==> config.mk <==
export PLATFORM = sky130hd
export DESIGN_NAME = post_adder_carryout
export DESIGN_NICKNAME = d
export VERILOG_FILES = /design/src/rtl/post_adder_carryout.sv
export SDC_FILE = /design/constraint.sdc
export NUM_CORES = 1
export LEC_CHECK = 0
export CAP_MARGIN = 5
export CORE_ASPECT_RATIO = 1.4
export CORE_UTILIZATION = 31
export CTS_CLUSTER_SIZE = 12
export DETAILED_ROUTE_END_ITERATION = 12
export GPL_ROUTABILITY_DRIVEN = 0
export PLACE_DENSITY = 0.55
export RECOVER_POWER = 25
export SYNTH_ARGS = -nofsm -noshare
export SYNTH_HDL_FRONTEND = slang
export SYNTH_SLANG_ARGS = --single-unit
==> constraint.sdc <==
create_clock -name CLK -period 12.6 [get_ports CLK]
set_clock_uncertainty 0.15 [all_clocks]
set_input_delay 3.15 -clock CLK [delete_from_list [all_inputs] [get_ports CLK]]
set_output_delay 3.15 -clock CLK [all_outputs]
set_load 0.005 [all_outputs]
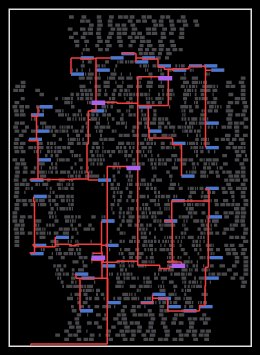
(clock wires, drivers and flops)
(1.5 px per µm)
Purple stands for cells driving clock nets, count 5. Blue stands for flip-flops, count 49. Red stands for clock wires, length 1340 µm.
Position of the flops: widely spread.
Clock Power: 165 µW
Clk Latency, worst-skew pair: 330 ps

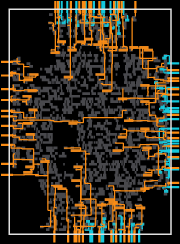
(wires at chosen ports, followed through buffers)
(1 px per µm)
Orange stands for P, bits 48, direction output, end cells 48, buffers 48, wire 3100 µm. Cyan stands for M, bits 36, direction input, end cells 36, buffers 36, wire 601 µm.
Port Buffer Count: 287
I/O pin cnt: 297

==> impl_metrics.json <==
{
  "cpPeakStageDelay_ps": 670,
  "cts-hold-fix-buffers": 0,
  "min_path_type": "flop to flop",
  "slew_headroom_pct": -125.3,
  "cap_violations": 1,
  "cts_tree": "done",
  "top_area_cell": "ha_1",
  "top_cells_by_area": "ha_1, dfrtp_1, mux2_2, a21oi_1, a22o_1",
  "flop_cell": "dfrtp_1",
  "placed_cell_area_um2": 13690,
  "synthSimpleGateAreaFrac_pct": 13.69,
  "largest_reg_flops": 48,
  "fp-row-count": 80,
  "period_needed_ps": 8693,
  "status": "finished with violations",
  "setup.worst_path.end_class": "flop",
  "fin_setup_tns_ps": 0,
  "cts_num_sinks": 49,
  "numCtsBuffers": 5,
  "die_h_um": 223.6,
  "top_area_share_pct": 16.11,
  "grt_max_degree": 82,
  "hold_depth": 2,
  "layout-drive-gt1-share_pct": 7.559,
  "violations": "max-capacitance violations, max-slew violations",
  "fmax_mhz": 115.0,
  "cp_num_buf_inv": 3,
  "clock-root-buffer": "clkbuf_16",
  "async_flop_share_pct": 100.0,
  "ys_warn_count": 0,
  "crit_arrival_ps": 8720,
  "diodes": 0,
  "synth.logic.top_family": "AND-OR/OR-AND gates",
  "critPathKind": "primary input to flop",
  "hold_viol_final": 0,
  "finalSetupViolCount": 0,
  "ys_area_um2": 10880,
  "critical_path_depth": 20,
  "lay_top_cells": "clkdlybuf4s50_1, a21oi_1, ha_1, inv_1, nor2_1",
  "cpMaxStageDelayCell": "a41oi_1",
  "ys_cells": 1440,
  "ir_drop_uv": 72.41,
  "ant_nets": 0,
  "slew_violations": 50,
  "syn_area_per_cell_um2": 7.552,
  "cts_buffer_depth": 2,
  "reg2reg_depth": 19,
  "syn_nets": 1781,
  "final_util_pct": 40.33,
  "die.size.x_um": 160.3,
  "crit_fanout": 24,
  "antenna_found_initial": 1,
  "xor_share_pct": 6.926,
  "instances_no_fill": 2065,
  "dp_cells": 2057,
  "lay_top_count": "clkdlybuf4s50_1",
  "path_cells": "buf_2 -> mux2_2 -> a22oi_1 -> xor2_1 -> ha_1 -> inv_1 -> o21a_1 -> inv_1 -> fa_1 -> a21o_1 -> a21oi_1 -> o211a_1 -> o211ai_1 -> a41oi_1 -> o2111ai_1 -> o211a_1 -> a221oi_1 -> o21ai_0 -> xnor2_1 -> o221ai_1",
  "grt_pass1_wl_um": 60750,
  "h-tree-depth": 2,
  "netlist_area_um2": 10880,
  "wl_um": 39030,
  "critical-path-top-delay-family": "AND-OR/OR-AND gates",
  "overflow": 0,
  "drc": 0,
  "dp_hpwl_um": 30500,
  "route.vias.total": 11120,
  "coreArea_um2": 34330,
  "synthMuxAreaShare_pct": 10.26
}
report_power, final:
group	total [mW]	switching, mW	internal, mW
Clock	0.165	0.0805	0.0849
Combinational	1.99	1.03	0.957
Sequential	0.345	0.114	0.231
kinds of logic (layout without fill, tap and decap cells):
logic type	after synthesis	after routing
xor+xnor	86	86
mux	101	101
simple gates	311	311
buf+inv	262	436
flops	49	49
compound gates	487	487
fa+ha+maj	144	144
layer usage:
layer	wire, µm	global-route usage [%]
met5	0	0
met4	1195	7.803
met3	1805	2.129
met2	20550	41.54
met1	15480	23.98
worst min-delay path, stage by stage, from the launching register on:
cell	delay (ps)
dfrtp_1	410
nand2_1	70
o221ai_1	70
cells in the mapped netlist, drive strengths merged, types with 11 or more instances:
cell type / n
a21oi: 155
o21ai: 73
a22o: 81
nand2: 85
and3: 15
inv: 129
mux2: 81
ha: 140
nor2: 95
a31oi: 17
o21bai: 18
nand2b: 15
dfrtp: 49
xor2: 33
nor2b: 23
xnor2: 53
nand4: 22
a21o: 60
mux2i: 20
buf: 62
nand3: 19
clkbuf: 70
o211ai: 11
final cells by class:
| cell class | count | area (µm²) | area share, % |
|---|---|---|---|
| clock buffers | 7 | 152.6 | 1.102 |
| clock inverters | 1 | 5.005 | 0.03614 |
| inverters | 130 | 488.0 | 3.524 |
| multi-input cells | 1129 | 8489 | 61.31 |
| flip-flops and latches | 49 | 1226 | 8.855 |
| well taps | 451 | 564.3 | 4.075 |
| repair buffers | 298 | 2922 | 21.10 |
stage by stage:
stage               setup WS [ps]  hold WS, ps
global placement             3644        420.4
CTS                          3912        451.2
finish                       3907        447.3
floorplan                    4741        382.9
global route                 3601        483.8
detailed placement           3581        419.4
Power figures rest on the tool's default switching activity, not on a simulated workload.
